[src/rtl/window_loader_if.sv]
// Byte-stream and window-BRAM port-A bundle for the window loader.
// The pixel source and the control side drive the master modport. The loader
// implements the slave modport.
interface window_loader_if #(
    parameter int NUM_ROWS = 16,
    parameter int ADDR_W   = 10
);
    logic                start;     // pulse: load one window into the inactive bank
    logic [7:0]          pciIn;     // pixel byte
    logic                pciValid;  // pciIn holds a valid byte
    logic                pciReady;  // loader accepts a byte this cycle
    logic [NUM_ROWS-1:0] winWrite;  // one-hot row strobe to the BRAM port A
    logic [ADDR_W-1:0]   winAddr;   // port A address, shared by all rows
    logic [7:0]          winData;   // port A write data, shared by all rows
    logic                busy;      // window load in progress
    logic                done;      // one-cycle pulse: window complete
    logic                readBank;  // bank the correlator reads (last completed)

    modport master (
        output start, pciIn, pciValid,
        input  pciReady, winWrite, winAddr, winData, busy, done, readBank
    );

    modport slave (
        input  start, pciIn, pciValid,
        output pciReady, winWrite, winAddr, winData, busy, done, readBank
    );
endinterface

[src/rtl/window_loader.sv]
// Search-window loader: streams raster-order pixel bytes into NUM_ROWS
// row BRAMs through port A. The BRAMs are double-buffered by bank. The correlator
// reads bank readBank while the next window fills the other bank.
// The interface instance must use the same NUM_ROWS and ADDR_W as this module.
module window_loader #(
    parameter int NUM_ROWS   = 16,
    parameter int ROW_PIXELS = 80,
    parameter int ADDR_W     = 10
) (
    input  logic           clk,
    input  logic           rst,
    window_loader_if.slave bus
);

    // Counter widths. Each width is kept at least one bit wide so that
    // degenerate parameter choices still elaborate.
    localparam int COL_W = (ROW_PIXELS > 1) ? $clog2(ROW_PIXELS) : 1;
    localparam int ROW_W = (NUM_ROWS > 1) ? $clog2(NUM_ROWS) : 1;

    localparam logic [COL_W-1:0]  COL_LAST  = COL_W'(ROW_PIXELS - 1);
    localparam logic [ROW_W-1:0]  ROW_LAST  = ROW_W'(NUM_ROWS - 1);
    localparam logic [ADDR_W-1:0] BANK1_BASE = ADDR_W'(ROW_PIXELS);

    localparam logic [1:0] S_IDLE = 2'd0;
    localparam logic [1:0] S_LOAD = 2'd1;
    localparam logic [1:0] S_DONE = 2'd2;

    logic [1:0]          state;
    logic [1:0]          state_nxt;
    logic [COL_W-1:0]    col;
    logic [ROW_W-1:0]    row;
    logic                load_bank;
    logic                read_bank;
    logic                xfer;
    logic                last_col;
    logic                last_pix;
    logic [ADDR_W-1:0]   bank_base;
    logic [NUM_ROWS-1:0] win_write;
    logic [ADDR_W-1:0]   win_addr;
    logic [7:0]          win_data;

    // A beat is accepted only in LOAD. pciReady is a pure decode of state.
    assign xfer      = (state == S_LOAD) && bus.pciValid;
    assign last_col  = (col == COL_LAST);
    assign last_pix  = last_col && (row == ROW_LAST);
    assign bank_base = load_bank ? BANK1_BASE : '0;

    // Next-state decode for IDLE -> LOAD -> DONE -> IDLE.
    always_comb begin
        // NOTE: defaulting every always_comb output before the case keeps
        // uncovered paths from inferring a latch.
        state_nxt = state;
        case (state)
            S_IDLE:  if (bus.start) state_nxt = S_LOAD;
            S_LOAD:  if (xfer && last_pix) state_nxt = S_DONE;
            S_DONE:  state_nxt = S_IDLE;
            default: state_nxt = S_IDLE;
        endcase
    end

    // State register. A reset in any state drops the partial window.
    always_ff @(posedge clk) begin
        // NOTE: sequential state uses non-blocking assignments only, so all
        // registers update together from the pre-edge values.
        if (rst) state <= S_IDLE;
        else     state <= state_nxt;
    end

    // Raster position: col advances per beat and wraps into the next row.
    always_ff @(posedge clk) begin
        if (rst) begin
            col <= '0;
            row <= '0;
        end else if (state == S_IDLE && bus.start) begin
            col <= '0;
            row <= '0;
        end else if (xfer) begin
            if (last_col) begin
                col <= '0;
                row <= last_pix ? '0 : row + ROW_W'(1);
            end else begin
                col <= col + COL_W'(1);
            end
        end
    end

    // Bank swap at the end of DONE. The finished bank becomes readable,
    // and the next window goes to the other bank.
    always_ff @(posedge clk) begin
        if (rst) begin
            load_bank <= 1'b0;
            read_bank <= 1'b0;
        end else if (state == S_DONE) begin
            read_bank <= load_bank;
            load_bank <= ~load_bank;
        end
    end

    // Registered BRAM port A: one strobe in the cycle after each accepted beat.
    always_ff @(posedge clk) begin
        if (rst) begin
            win_write <= '0;
            win_addr  <= '0;
            win_data  <= '0;
        end else begin
            win_write <= xfer ? (NUM_ROWS'(1) << row) : '0;
            if (xfer) begin
                win_addr <= bank_base + ADDR_W'(col);
                win_data <= bus.pciIn;
            end
        end
    end

    assign bus.pciReady = (state == S_LOAD);
    assign bus.busy     = (state == S_LOAD);
    assign bus.done     = (state == S_DONE);
    assign bus.readBank = read_bank;
    assign bus.winWrite = win_write;
    assign bus.winAddr  = win_addr;
    assign bus.winData  = win_data;

    // Port A never sees more than one row strobe in a cycle.
    a_onehot_strobe: assert property (@(posedge clk) disable iff (rst)
        $onehot0(win_write));

    // Every strobe traces back to an accepted beat in the previous cycle.
    a_strobe_follows_xfer: assert property (@(posedge clk) disable iff (rst)
        (win_write != '0) |-> $past(xfer));

endmodule

[src/flat_wrapper.sv]
// flat-port wrapper written by rule: the top's interface ports become plain ports
module window_loader_flat 
#(
    parameter int NUM_ROWS   = 16,
    parameter int ROW_PIXELS = 80,
    parameter int ADDR_W     = 10
)
  (clk, rst, bus_start, bus_pciIn, bus_pciValid, bus_pciReady, bus_winWrite, bus_winAddr, bus_winData, bus_busy, bus_done, bus_readBank);
  window_loader_if #(.NUM_ROWS(NUM_ROWS), .ADDR_W(ADDR_W)) bus_i ();
  input  logic clk;
  input  logic rst;
  input wire logic [$bits(bus_i.start)-1:0] bus_start;
  input wire logic [$bits(bus_i.pciIn)-1:0] bus_pciIn;
  input wire logic [$bits(bus_i.pciValid)-1:0] bus_pciValid;
  output wire logic [$bits(bus_i.pciReady)-1:0] bus_pciReady;
  output wire logic [$bits(bus_i.winWrite)-1:0] bus_winWrite;
  output wire logic [$bits(bus_i.winAddr)-1:0] bus_winAddr;
  output wire logic [$bits(bus_i.winData)-1:0] bus_winData;
  output wire logic [$bits(bus_i.busy)-1:0] bus_busy;
  output wire logic [$bits(bus_i.done)-1:0] bus_done;
  output wire logic [$bits(bus_i.readBank)-1:0] bus_readBank;
  assign bus_i.start = bus_start;
  assign bus_i.pciIn = bus_pciIn;
  assign bus_i.pciValid = bus_pciValid;
  assign bus_pciReady = bus_i.pciReady;
  assign bus_winWrite = bus_i.winWrite;
  assign bus_winAddr = bus_i.winAddr;
  assign bus_winData = bus_i.winData;
  assign bus_busy = bus_i.busy;
  assign bus_done = bus_i.done;
  assign bus_readBank = bus_i.readBank;
  window_loader #(.NUM_ROWS(NUM_ROWS), .ROW_PIXELS(ROW_PIXELS), .ADDR_W(ADDR_W)) u_core (.clk(clk), .rst(rst), .bus(bus_i));
endmodule
[config.mk]
export PLATFORM = sky130hd
export DESIGN_NAME = window_loader_flat
export DESIGN_NICKNAME = d
export VERILOG_FILES = /design/src/rtl/window_loader_if.sv /design/src/rtl/window_loader.sv /design/src/flat_wrapper.sv
export SDC_FILE = /design/constraint.sdc
export NUM_CORES = 1
export LEC_CHECK = 0
export ABC_CLOCK_PERIOD_IN_PS = 1900
export CAP_MARGIN = 20
export CORE_ASPECT_RATIO = 2
export CORE_MARGIN = 4
export CORE_UTILIZATION = 45
export CTS_CLUSTER_DIAMETER = 120
export DETAILED_ROUTE_END_ITERATION = 7
export DONT_BUFFER_PORTS = 1
export MAX_ROUTING_LAYER = met4
export PLACE_DENSITY = 0.63
export SLEW_MARGIN = 20
export SYNTH_ARGS = -nofsm -noshare
export SYNTH_HDL_FRONTEND = slang
export SYNTH_SLANG_ARGS = --single-unit
[constraint.sdc]
create_clock -name clk -period 1.9 [get_ports clk]
set_clock_uncertainty 0.1 [all_clocks]
set_input_delay 0.285 -clock clk [delete_from_list [all_inputs] [get_ports clk]]
set_output_delay 0.285 -clock clk [all_outputs]
set_load 0.05 [all_outputs]
Run 1, register map, names as in the netlist:
Scale: 4 px per um. Other sequential cells in the stronger grey, the rest of the logic in the fainter grey.
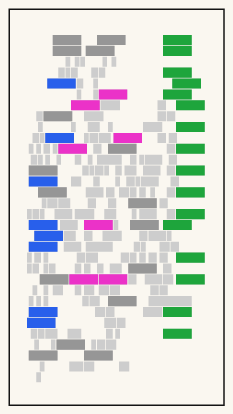
u_core.bus.winWrite: marked green, sequential cells 16. u_core.col: marked magenta, sequential cells 7. u_core.bus.winData: marked blue, sequential cells 8.
Another 16 sequential cells are not coloured.

Run 1, clock nets:
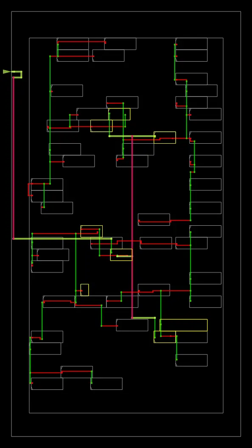
clk_lat worst skew: 0.30 ns
TritonCTS Sinks: 47

==> out/metrics.cfg, run 1 <==
[placement]
hpwl_um=2880
post-place-ws_ns=0.167
place.gp.congestion=0.759
io_buffer_count=0
dpl_cell_area_um2=1910
dp.cells=247

[yosys]
synthMuxAreaShare_pct=0.542
yosys.area.top_type=dfxtp_1
xor_share_pct=2.37
ys_sh_simple_pct=26.9
common_cells=dfxtp_1 (47), nand2_1 (34), a21oi_1 (23)
synth_top_flop_cell=dfxtp_1
top_cell_area_share_pct=50.9
ys_chip_area_um2=1850
synth_cells=199
async_reset_ff_share_pct=0
ys_sh_adder_pct=6.77
synth_seq_share_pct=50.9
synth_warnings=0
numSynthFlops=47
ys_cells=199
edf_count=0
area_leaders=dfxtp_1 (51%), nand2_1 (6.9%), ha_1 (6.8%)
ys_types=36
synthAoiAreaFrac_pct=8.73
yosysMostFrequentCell=dfxtp_1
avgSynthCellArea_um2=9.29
syn_area_um2=1850
synthTopLogicFamily=simple AND/OR/NAND/NOR gates

[die]
tap_cells=51
io_pins=50
die-area_um2=5260
die_w_um=53.3
core_area_um2=3920
initial_core_util_pct=47.1
rows=32
die_h_um=98.6

[min_path]
min_to=u_core.bus.winData[4]$_SDFFE_PP0N_
hold_path_class=in -> reg
min_from=bus_pciIn[4]
holdPathStages=2

[global_route]
grt_busiest_layer=met2
use_met3_pct=3.18
grtUsageTotal_pct=16.3
grt_first_pass_wirelength_um=6250
antenna_found_initial=0
gr-usage-met1_pct=14.8
grt_max_degree=21
met2_usage_pct=29.5
grt_overflow_total=0
grt_pass1_vias=1393

[setup_path]
r2r-end=u_core.row[3]$_SDFFE_PP0P_
r2r_setup_slack_ns=0.14
reg2reg_from=u_core.col[0]$_SDFFE_PP0N_
crit_fanout=10
critPathLaunch=u_core.col[0]$_SDFFE_PP0N_
path_delay_family=simple AND/OR/NAND/NOR gates
reg2reg_depth=5
path_class=reg -> reg
worst_ep_required_time_ns=2.03
critPathArrivalTime_ns=1.88
path_depth=5
slowest_delay_ns=0.44
endpoint=u_core.row[3]$_SDFFE_PP0P_
critPathLaunchType=register
path_cells=ha_1 > and3_1 > nand3_4 > or3_1 > a21oi_1
critPathBufInv=0

[pwr]
p_per_area_nw_per_um2=921
ir_drop_v=0.000682
p_leak_nw=0.820
finalPower_mw=1.88

[cells_and_area]
nFillCells=425
drive_above_1_share_pct=7.80
inv_count=4
syn_to_final_growth_pct=10.2
flops=47
comb-cell-share_pct=41.5
stdcell_count=256
postLayoutCellArea_um2=2040
buffers=7
clock_area_share_pct=5.77
largest_reg_flops=16
clock_buffers=6
seq_area_share_pct=46.2
top_area_cell_class=sequential cells
diodes=0
final_core_util_pct=51.9
nets=226
logic_gate_count=139
seqCellArea_um2=941
buf_share_pct=2.70

[timing]
hold_viol=0
finalSetupViolCount=0
fmax_mhz=569
relSlewSlack_pct=50.4
tns_ns=0
fin_hold_ws_ns=0.0151
tightest_slew_ns=0.741
rsz0062_at_grt=no
fin_ws_ns=0.141
maxSlewViolCount=0
fin_crit_ns=1.76
fin_crit_sh_pct=92.6

[route]
ant_nets=0
met1_length_um=1280
drt_wl_total_um=3790
routed.top_layer=met4
drt_iter0_markers=29
avgViaCountPerCell=5.35
wl_met2_um=2180
routedWlPerCell_um=14.8
met3_wirelength_um=215
vias=1369
drc_errors=0

[clock_network]
root_buffer=clkbuf_8
cts_made_buffers=5
cts_setup_buffers=0
cts_resized=0
cts_buffer_depth=2
htree_levels=2
cts_tree=built
clk_pin_slew_ns=0.08
postCtsHoldBufs=1

[flow_run]
log.warning_count=30
maxCapViolations=0

[run_status]
status=completed

Run 1, port wiring:
Scale: 4 px per um.
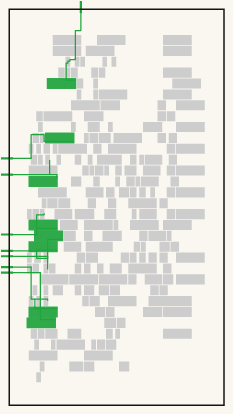
bus_winData: marked green, direction output, edge 7 west, 1 north, end cells 8, wire 165 um.

[run 1: cell usage in the layout (no fill, tap or decap), types with 2 or more instances in the layout]
master	instances
dfxtp_1	47
nand2_1	34
a21oi_1	23
and3_1	17
ha_1	10
nor2_1	9
clkbuf_8	6
buf_4	6
nor2b_1	4
inv_1	4
and2_1	3
or3_1	3
nand3_1	3
nand4_1	3
xor2_1	3
nand2b_1	2
nor3b_1	2
xnor2_1	2
a211oi_1	2
o21ai_1	2
nor4b_1	2
conb_1	2
[run 1: where the power goes]
group | leakage [nW] | total [mW] | internal [mW] | switching, mW
Sequential | 0.380 | 1.04 | 0.997 | 0.0466
Combinational | 0.379 | 0.0868 | 0.0225 | 0.0642
Clock | 0.0612 | 0.745 | 0.426 | 0.319
==> run 2, diff against run 1 <==
--- a/config.mk
+++ b/config.mk
@@ -14,7 +14,7 @@
 export DETAILED_ROUTE_END_ITERATION = 7
 export DONT_BUFFER_PORTS = 1
 export MAX_ROUTING_LAYER = met4
-export PLACE_DENSITY = 0.63
+export PLACE_DENSITY = 0.56
 export SLEW_MARGIN = 20
 export SYNTH_ARGS = -nofsm -noshare
 export SYNTH_HDL_FRONTEND = slang
Run 2, cell area per tile:
Scale: 4 px per um. The die is cut into 5 by 10 equal tiles; dark purple is low, yellow is high, 0 to 100% covered.
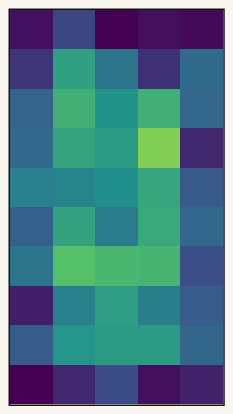
The fullest tile reaches 81%. 4.0% of the tiles are nearly empty. The densest ninth of the die: centre. The mean over all tiles is 37%. 2.0% of the tiles are over 75% full.

Run 2, register map, names as in the netlist:
Scale: 4 px per um. Other sequential cells in the stronger grey, the rest of the logic in the fainter grey.
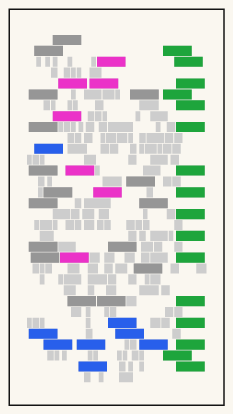
u_core.bus.winData: marked blue, sequential cells 8. u_core.col: marked magenta, sequential cells 7. u_core.bus.winWrite: marked green, sequential cells 16.

Run 2, port wiring:
Scale: 4 px per um.
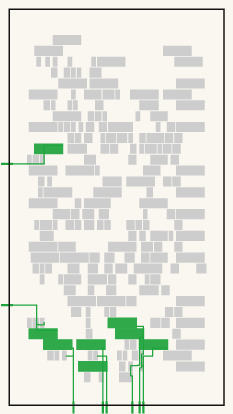
bus_winData: marked green, direction output, edge 6 south, 2 west, end cells 8, wire 144 um.

==> run 2 against run 1 <==
Net effect:
- power down 9.3%
- clock-buffer cell count up 1
- core utilization down 0.92 points
- clock power down 24%
- synthesized cell count unchanged
- global-route usage up 0.27 points
- die area unchanged
- register-to-register slack better by 0.02 ns
==> out/metrics.cfg, run 2 <==
[cells_and_area]
comb-cell-share_pct=42.2
clock_buffers=7
top_area_cell_class=sequential cells
postLayoutCellArea_um2=2000
syn_to_final_growth_pct=8.26
final_cell_mix=dfxtp_1 (47), nand2_1 (34), a21oi_1 (23)
final_core_util_pct=51.0
diodes=0
flops=47
buf_share_pct=2.75
buffers=7
seq_area_share_pct=47.0
inv_count=4
clock_area_share_pct=4.07
stdcell_count=256
nets=226
layout_top_cell=dfxtp_1
nFillCells=409
largest_reg_flops=16
seqCellArea_um2=941
drive_above_1_share_pct=6.83
logic_gate_count=139

[yosys]
ys_types=36
synthAoiAreaFrac_pct=8.73
yosys.area.top_type=dfxtp_1
synth_seq_share_pct=50.9
ys_chip_area_um2=1850
ys_cells=199
common_cells=dfxtp_1 (47), nand2_1 (34), a21oi_1 (23)
yosysMostFrequentCell=dfxtp_1
numSynthFlops=47
ys_sh_simple_pct=26.9
edf_count=0
synth_top_flop_cell=dfxtp_1
ys_sh_adder_pct=6.77
synthMuxAreaShare_pct=0.542
syn_area_um2=1850
area_leaders=dfxtp_1 (51%), nand2_1 (6.9%), ha_1 (6.8%)
async_reset_ff_share_pct=0
xor_share_pct=2.37
top_cell_area_share_pct=50.9
synth_warnings=0
avgSynthCellArea_um2=9.29
synth_cells=199
synthTopLogicFamily=simple AND/OR/NAND/NOR gates

[setup_path]
path_cells=ha_1 > and3_1 > nand3_4 > or3b_1 > a21oi_1
path_depth=5
critPathArrivalTime_ns=1.86
reg2reg_depth=5
worst_ep_required_time_ns=2.02
crit_path_end_kind=register
slowest_delay_ns=0.43
r2r_setup_slack_ns=0.16
critPathBufInv=0
critPathLaunchType=register
path_class=reg -> reg
crit_fanout=10
cpMaxStageDelayCell=dfxtp_1
path_delay_family=simple AND/OR/NAND/NOR gates

[die]
tap_cells=51
die_w_um=53.3
die_h_um=98.6
die-area_um2=5260
rows=32
initial_core_util_pct=47.1
io_pins=50
core_area_um2=3920

[clock_network]
cts.sinks=47
cts_buffer_depth=2
clk_pin_slew_ns=0.08
clk_latency_ns=0.29
postCtsHoldBufs=1
root_buffer=clkbuf_8
cts_made_buffers=5
htree_levels=2
cts_setup_buffers=0
cts_tree=built
cts_resized=0

[pwr]
p_per_area_nw_per_um2=850
seqPwrFrac_pct=61.3
power_switching_share_pct=24.7
p_leak_nw=0.800
pg_comb_mw=0.0909
p_clk_mw=0.567
clockPowerShare_pct=33.3
power-top-group=registers
finalPower_mw=1.70
ir_drop_v=0.000474
comb_power_share_pct=5.3
p_seq_mw=1.04
switchingPower_mw=0.420
intPower_mw=1.28

[placement]
place.gp.congestion=0.759
post-place-ws_ns=0.184
hpwl_um=2890
dpl_cell_area_um2=1910
dp.cells=247
io_buffer_count=0

[timing]
tns_ns=0
finalSetupViolCount=0
relSlewSlack_pct=48.6
tightest_slew_ns=0.769
fmax_mhz=575
hold_viol=0
maxSlewViolCount=0
fin_crit_ns=1.74
rsz0062_at_grt=no
fin_crit_sh_pct=91.5
fin_ws_ns=0.161
fin_hold_ws_ns=0.0192

[run_status]
status=completed

[route]
met1_length_um=1280
avgViaCountPerCell=5.29
drt_iter0_markers=36
routedWlPerCell_um=14.9
drc_errors=0
ant_nets=0
drt_wl_total_um=3810
vias=1355
met3_wirelength_um=202
wl_met2_um=2270
routed.top_layer=met4

[min_path]
holdPathStages=2
hold_path_class=in -> reg

[global_route]
antenna_found_initial=0
grt_overflow_total=0
grtUsageTotal_pct=16.6
grt_max_degree=21
grt_pass1_vias=1364
gr-usage-met1_pct=14.8
grt_busiest_layer=met2
grt_first_pass_wirelength_um=6370
met2_usage_pct=30.7
use_met3_pct=4.54

[flow_run]
log.warning_count=30
maxCapViolations=0

-- run 2: netlist changes by cell type in the layout (fill, tap and decap cells not counted) --
cell and delta:
clkbuf_1 +2, bufinv_16 -1, clkbuf_8 -1
-- run 2: path summary, 6_finish.rpt --
| path | start | end |
|---|---|---|
| worst max register to register | u_core.col[0]$_SDFFE_PP0N_ | u_core.row[1]$_SDFFE_PP0P_ |
| worst max-delay path | u_core.col[0]$_SDFFE_PP0N_ | u_core.row[1]$_SDFFE_PP0P_ |
| worst min register to register | u_core.col[1]$_SDFFE_PP0N_ | u_core.bus.winAddr[1]$_SDFFE_PP0N_ |
| worst min-delay path | bus_pciIn[4] | u_core.bus.winData[4]$_SDFFE_PP0N_ |
Power figures rest on the tool's default switching activity, not on a simulated workload.
